`src/rtl/life_pkg.sv`:
```
// Shared encodings and the B3/S23 cell rule for the Game of Life board.
package life_pkg;

    localparam int unsigned KEY_W      = 3;
    localparam int unsigned WIN_W      = 9;
    localparam int unsigned WIN_CENTER = 4;
    localparam int unsigned CNT_W      = 4;

    typedef enum logic [KEY_W-1:0] {
        KEY_NONE  = 3'd0,
        KEY_UP    = 3'd1,
        KEY_DOWN  = 3'd2,
        KEY_LEFT  = 3'd3,
        KEY_RIGHT = 3'd4,
        KEY_FLIP  = 3'd5,
        KEY_NEXT  = 3'd6,
        KEY_RUN   = 3'd7
    } key_e;

    typedef enum logic [1:0] {
        ST_IDLE  = 2'd0,
        ST_SWEEP = 2'd1,
        ST_SWAP  = 2'd2
    } sweep_e;

    // Next state of the window centre: born on 3, survives on 2 or 3.
    function automatic logic life_rule(input logic [WIN_W-1:0] win);
        logic [CNT_W-1:0] cnt;
        cnt = '0;
        for (int unsigned i = 0; i < WIN_W; i++) begin
            if (i != WIN_CENTER) begin
                cnt = cnt + CNT_W'(win[i]);
            end
        end
        return (cnt == CNT_W'(3)) || (win[WIN_CENTER] && (cnt == CNT_W'(2)));
    endfunction

endpackage

```
`src/rtl/life_data.sv`:
```
// Current/next generation storage with toroidal 3x3 window, flip write and swap.
module life_data
    import life_pkg::*;
#(
    parameter int unsigned X     = 16,
    parameter int unsigned Y     = 16,
    parameter int unsigned LOG2X = 4,
    parameter int unsigned LOG2Y = 4
) (
    input  logic             clk,
    input  logic             flip_en,
    input  logic [LOG2X-1:0] flip_x,
    input  logic [LOG2Y-1:0] flip_y,
    input  logic             wr_en,
    input  logic [LOG2X-1:0] wr_x,
    input  logic [LOG2Y-1:0] wr_y,
    input  logic             wr_val,
    input  logic             swap,
    input  logic [LOG2X-1:0] rd_x,
    input  logic [LOG2Y-1:0] rd_y,
    output logic [WIN_W-1:0] window_c,
    input  logic [LOG2Y-1:0] scan_y,
    output logic [X-1:0]     scan_data_c
);

    // Packed so that cell (x,y) sits at flat bit y*X+x.
    logic [Y-1:0][X-1:0] data_low;
    logic [Y-1:0][X-1:0] data_high;

    logic [LOG2X-1:0] xs [3];
    logic [LOG2Y-1:0] ys [3];

    // Neighbour coordinates wrap at the board edges.
    always_comb begin
        xs[0] = (rd_x == '0) ? LOG2X'(X-1) : rd_x - 1'b1;
        xs[1] = rd_x;
        xs[2] = (rd_x == LOG2X'(X-1)) ? '0 : rd_x + 1'b1;
        ys[0] = (rd_y == '0) ? LOG2Y'(Y-1) : rd_y - 1'b1;
        ys[1] = rd_y;
        ys[2] = (rd_y == LOG2Y'(Y-1)) ? '0 : rd_y + 1'b1;
    end

    // Window bit 3*dy+dx holds cell (x+dx-1, y+dy-1).
    always_comb begin
        window_c = '0;
        for (int dy = 0; dy < 3; dy++) begin
            for (int dx = 0; dx < 3; dx++) begin
                window_c[dy*3+dx] = data_low[ys[dy]][xs[dx]];
            end
        end
    end

    assign scan_data_c = data_low[scan_y];

    // Current generation: swap in the finished buffer, else apply a cursor flip.
    always_ff @(posedge clk) begin
        if (swap) begin
            data_low <= data_high;
        end else if (flip_en) begin
            data_low[flip_y][flip_x] <= ~data_low[flip_y][flip_x];
        end
    end

    // Next generation buffer, filled one cell per cycle by the sweep.
    always_ff @(posedge clk) begin
        if (wr_en) begin
            data_high[wr_y][wr_x] <= wr_val;
        end
    end

endmodule

```
`src/rtl/life.sv`:
```
// Conway's Life on an X-by-Y torus: cursor editing, stepped/auto sweeps, row-scanned display.
module life
    import life_pkg::*;
#(
    parameter int unsigned X         = 16,
    parameter int unsigned Y         = 16,
    parameter int unsigned LOG2X     = 4,
    parameter int unsigned LOG2Y     = 4,
    parameter int unsigned HIGH_BITS = 32
) (
    input  logic             clk,
    input  logic             reset,
    input  logic [KEY_W-1:0] keys,
    output logic [Y-1:0]     row,
    output logic [X-1:0]     col
);

    key_e                 key_c;
    sweep_e               state;
    logic [LOG2X-1:0]     cx;
    logic [LOG2Y-1:0]     cy;
    logic [LOG2X-1:0]     sx;
    logic [LOG2Y-1:0]     sy;
    logic [LOG2Y-1:0]     scan_r;
    logic                 run_mode;
    logic [HIGH_BITS-1:0] prescaler;

    logic             idle_c;
    logic             start_c;
    logic             flip_c;
    logic             wr_en_c;
    logic             swap_c;
    logic             last_c;
    logic             wr_val_c;
    logic [WIN_W-1:0] window_c;
    logic [X-1:0]     scan_data_c;

    assign key_c = key_e'(keys);

    // Command decode; editing and next are only honoured while idle.
    always_comb begin
        idle_c   = (state == ST_IDLE);
        start_c  = idle_c && ((key_c == KEY_NEXT) || (run_mode && (&prescaler)));
        flip_c   = idle_c && (key_c == KEY_FLIP);
        wr_en_c  = (state == ST_SWEEP);
        swap_c   = (state == ST_SWAP);
        last_c   = (sx == LOG2X'(X-1)) && (sy == LOG2Y'(Y-1));
        wr_val_c = life_rule(window_c);
    end

    // Sweep sequencer and cursor: one cell per cycle, then a single swap cycle.
    always_ff @(posedge clk or negedge reset) begin
        if (!reset) begin
            state <= ST_IDLE;
            sx    <= '0;
            sy    <= '0;
            cx    <= '0;
            cy    <= '0;
        end else begin
            case (state)
                ST_IDLE: begin
                    if (start_c) begin
                        state <= ST_SWEEP;
                        sx    <= '0;
                        sy    <= '0;
                    end
                    case (key_c)
                        KEY_UP:    cy <= (cy == '0) ? LOG2Y'(Y-1) : cy - 1'b1;
                        KEY_DOWN:  cy <= (cy == LOG2Y'(Y-1)) ? '0 : cy + 1'b1;
                        KEY_LEFT:  cx <= (cx == '0) ? LOG2X'(X-1) : cx - 1'b1;
                        KEY_RIGHT: cx <= (cx == LOG2X'(X-1)) ? '0 : cx + 1'b1;
                        default: ;
                    endcase
                end
                ST_SWEEP: begin
                    if (last_c) begin
                        state <= ST_SWAP;
                    end
                    if (sx == LOG2X'(X-1)) begin
                        sx <= '0;
                        sy <= sy + 1'b1;
                    end else begin
                        sx <= sx + 1'b1;
                    end
                end
                ST_SWAP: state <= ST_IDLE;
                default: state <= ST_IDLE;
            endcase
        end
    end

    // Free-running prescaler and run-mode toggle.
    always_ff @(posedge clk or negedge reset) begin
        if (!reset) begin
            prescaler <= '0;
            run_mode  <= 1'b0;
        end else begin
            prescaler <= prescaler + 1'b1;
            if (key_c == KEY_RUN) begin
                run_mode <= ~run_mode;
            end
        end
    end

    // Display scan: one row per cycle, strobe and row contents registered together.
    always_ff @(posedge clk or negedge reset) begin
        if (!reset) begin
            scan_r <= '0;
            row    <= '0;
            col    <= '0;
        end else begin
            row    <= Y'(1) << scan_r;
            col    <= scan_data_c;
            scan_r <= (scan_r == LOG2Y'(Y-1)) ? '0 : scan_r + 1'b1;
        end
    end

    life_data #(
        .X     (X),
        .Y     (Y),
        .LOG2X (LOG2X),
        .LOG2Y (LOG2Y)
    ) l_data_l (
        .clk         (clk),
        .flip_en     (flip_c),
        .flip_x      (cx),
        .flip_y      (cy),
        .wr_en       (wr_en_c),
        .wr_x        (sx),
        .wr_y        (sy),
        .wr_val      (wr_val_c),
        .swap        (swap_c),
        .rd_x        (sx),
        .rd_y        (sy),
        .window_c    (window_c),
        .scan_y      (scan_r),
        .scan_data_c (scan_data_c)
    );

endmodule

```
`config.mk`:
```
export PLATFORM = sky130hd
export DESIGN_NAME = life
export DESIGN_NICKNAME = d
export VERILOG_FILES = /design/src/rtl/life_pkg.sv /design/src/rtl/life_data.sv /design/src/rtl/life.sv
export SDC_FILE = /design/constraint.sdc
export NUM_CORES = 2
export LEC_CHECK = 0
export CELL_PAD_IN_SITES_DETAIL_PLACEMENT = 1
export CELL_PAD_IN_SITES_GLOBAL_PLACEMENT = 2
export CORE_MARGIN = 4
export CORE_UTILIZATION = 50
export CTS_BUF_LIST = sky130_fd_sc_hd__clkbuf_4
export DETAILED_ROUTE_END_ITERATION = 16
export HOLD_SLACK_MARGIN = 0.06
export PLACE_DENSITY_LB_ADDON = 0.25
export SETUP_SLACK_MARGIN = 0.3
export SYNTH_ARGS = -nofsm -noshare
export SYNTH_HDL_FRONTEND = slang
export SYNTH_SLANG_ARGS = --single-unit
```
`constraint.sdc`:
```
create_clock -name clk -period 30.6 [get_ports clk]
set_input_delay 3.06 -clock clk [delete_from_list [all_inputs] [get_ports clk]]
set_output_delay 3.06 -clock clk [all_outputs]
set_load 0.05 [all_outputs]
```
==> images/m1.png <==
Cells faint in the background.
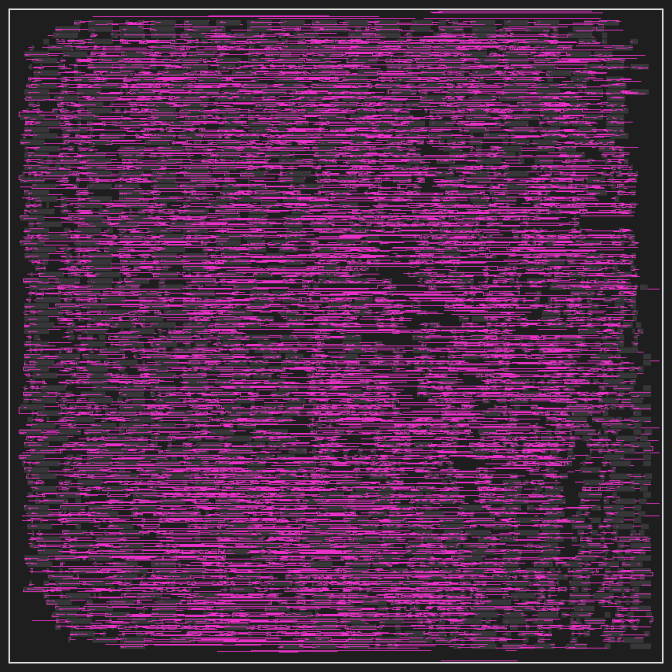
main direction = horizontal
share of all routed wire = 37%
nets with wire on the layer = 3029
wire length on this layer = 60.3 mm
longest straight run = 124 µm

==> images/m2.png <==
Scale bar: 100 µm.
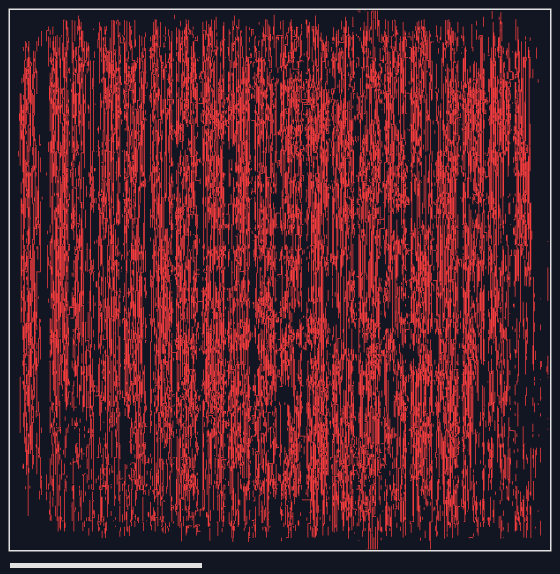
share of all routed wire = 42%
longest straight run = 139 µm
wire length on this layer = 67.0 mm

==> impl_metrics.yaml <==
# synthesis and place-and-route metrics
status:
  status: "completed"
synth:
  yosys.cell_types.count: 77
  area_leaders: "edfxtp_1, mux4_2, dfrtp_1, o21ai_0, a22o_1"
  synthesis.area_um2: 37400
  synth_adder_area_share: 0.0122
  synthCells: 3187
  common_cells: "edfxtp_1, o21ai_0, nor2_1"
  ys_top_logic_family: "multiplexers"
  yosys_cells: 3187
  async_flop_share: 0.145
  yosys_warnings: 0
  yosysMostFrequentCell: "edfxtp_1"
  yosysSeqAreaShare: 0.469
  ys_ff: 599
  synthAoiAreaFrac: 0.166
  synth-simple-area-share: 0.106
  ys.flop_type: "edfxtp_1"
  top_area_frac: 0.411
  edf_count: 512
worst_setup_path:
  crit_path_top_delay_cell: "dfrtp_4"
  worst-path-buf-inv: 6
  startpoint: "sy[0]"
  r2r_end: "l_data_l.data_high[110]"
  worst-setup-path-type: "flop to flop"
  cp-endpoint: "l_data_l.data_high[110]"
  worstPathMaxFanout: 230
  path_cells: "inv_2, ha_4, or3b_2, buf_4, nand2_2, buf_4, mux4_2, a2111o_1, mux4_2, a21oi_1, a22oi_1, fa_1, inv_1, fa_1, fa_1, inv_1, ha_1, fa_1, o21ai_0, nand2_1, a31oi_4, buf_12"
  crit_arrival_ns: 9.90
  cpMostUsedCell: "fa_1"
  worst-path-stages: 22
  rrSetupSlack_ns: 21.34
  required_ns: 31.24
  critPathMaxStageDelay_ns: 0.74
floorplan:
  initial_core_util: 0.503
  die_x_um: 282
  die_h_um: 282
  floorplan.rows: 100
  boundaryPins: 37
  core_um2: 74300
  nWellTaps: 969
grt:
  grt_overflow: 0
  grt_pass1_wl_mm: 227
  grt_usage: 0.403
  grt_pass1_vias: 30900
  grt_use_met1: 0.551
  grt_max_degree: 231
  grtUsageMet2: 0.562
  gr-usage-met3: 0.171
  busiest_layer: "met2"
  antenna_found_initial: 16
power:
  p_per_area_nw_per_um2: 150
  p_sw_mw: 2.67
  p_int_mw: 3.39
  irDropWorstVdd_v: 0.00115
  p_leak_nw: 13.8
  pwr-share-seq: 0.403
  p_total_mw: 6.06
  switching_share: 0.441
  combinationalPowerShare: 0.474
  maxPowerGroup: "combinational logic"
  p_clk_mw: 0.747
drt:
  wl_met2_mm: 67.0
  drc: 0
  routed_wl_mm: 161
  wl_met1_mm: 60.3
  top_layer: "met5"
  vias: 31700
  vias_per_cell: 7.55
  drtPass1Iterations: 6
  met3_length_mm: 25.2
  ant_nets: 0
clock_tree:
  htree_levels: 4
  cts_buffers: 163
  cts_tree: "yes"
  clock.latency.late_pin_ns: 1.09
  cts_setup_buffers: 0
  path_clk_slew_ns: 0.06
  ctsResizeCount: 0
  clockBufferDepth: 3
  cts_sinks: 599
  ctsHoldBuffers: 0
final_layout:
  antenna_cells: 14
  final_nets: 3147
  n_all_buffers: 100
  num-multi-input-gates: 2218
  buf_share: 0.0214
  inverters: 26
  clk_share: 0.0519
  instances_no_fill: 4207
  largestRegisters: "l_data_l.data_high (256), l_data_l.data_low (256), prescaler (32)"
  seq_cells: 599
  lay_top_count: "edfxtp_1"
  clock_buffer_count: 239
  layout_top_cells: "edfxtp_1, o21ai_0, nor2_1"
  drive_gt1_frac: 0.210
  regArea_um2: 17600
  top_area_cell_class: "combinational gates"
  seq_share: 0.435
  comb_share: 0.458
  final_area_um2: 40300
final_timing:
  slew_viol_final: 0
  fin_crit_ns: 9.26
  slew_headroom: 0.0620
  worst_slack_ns: 21.34
  final.setup.tns_ns: 0
  worstMarginPinSlew_ns: 1.40
  finalHoldViolCount: 0
  finalSetupViolCount: 0
  grt_setup_unrepaired: "false"
  whs_ns: 0.452
  fin_crit_sh: 0.303
  finalClockSkew_ns: 0.106
worst_hold_path:
  hold_class: "flop to flop"
  min_from: "prescaler[0]"
  whs_path_depth: 1
placed_design:
  placed_area_um2: 38200
  gp_congestion: 1.02
  pre_cts_slack_ns: 21.69
  port_buffers: 36
run:
  log.warning_count: 59
  maxCapViolations: 0
==> images/m3.png <==
Scale bar: 100 µm.
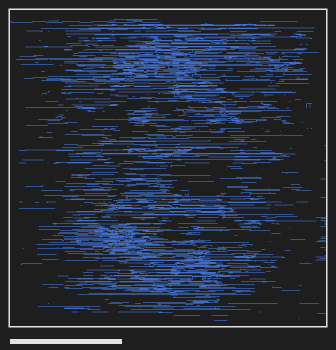
main direction = horizontal
nets with wire on the layer = 577

==> images/m4.png <==
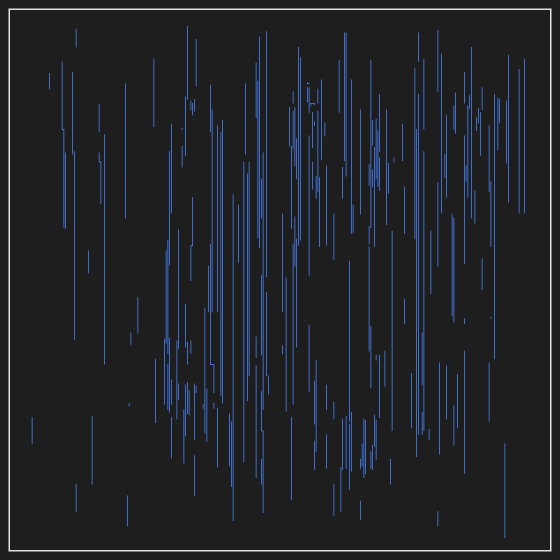
nets with wire on the layer = 143
main direction = vertical

Power figures rest on the tool's default switching activity, not on a simulated workload.
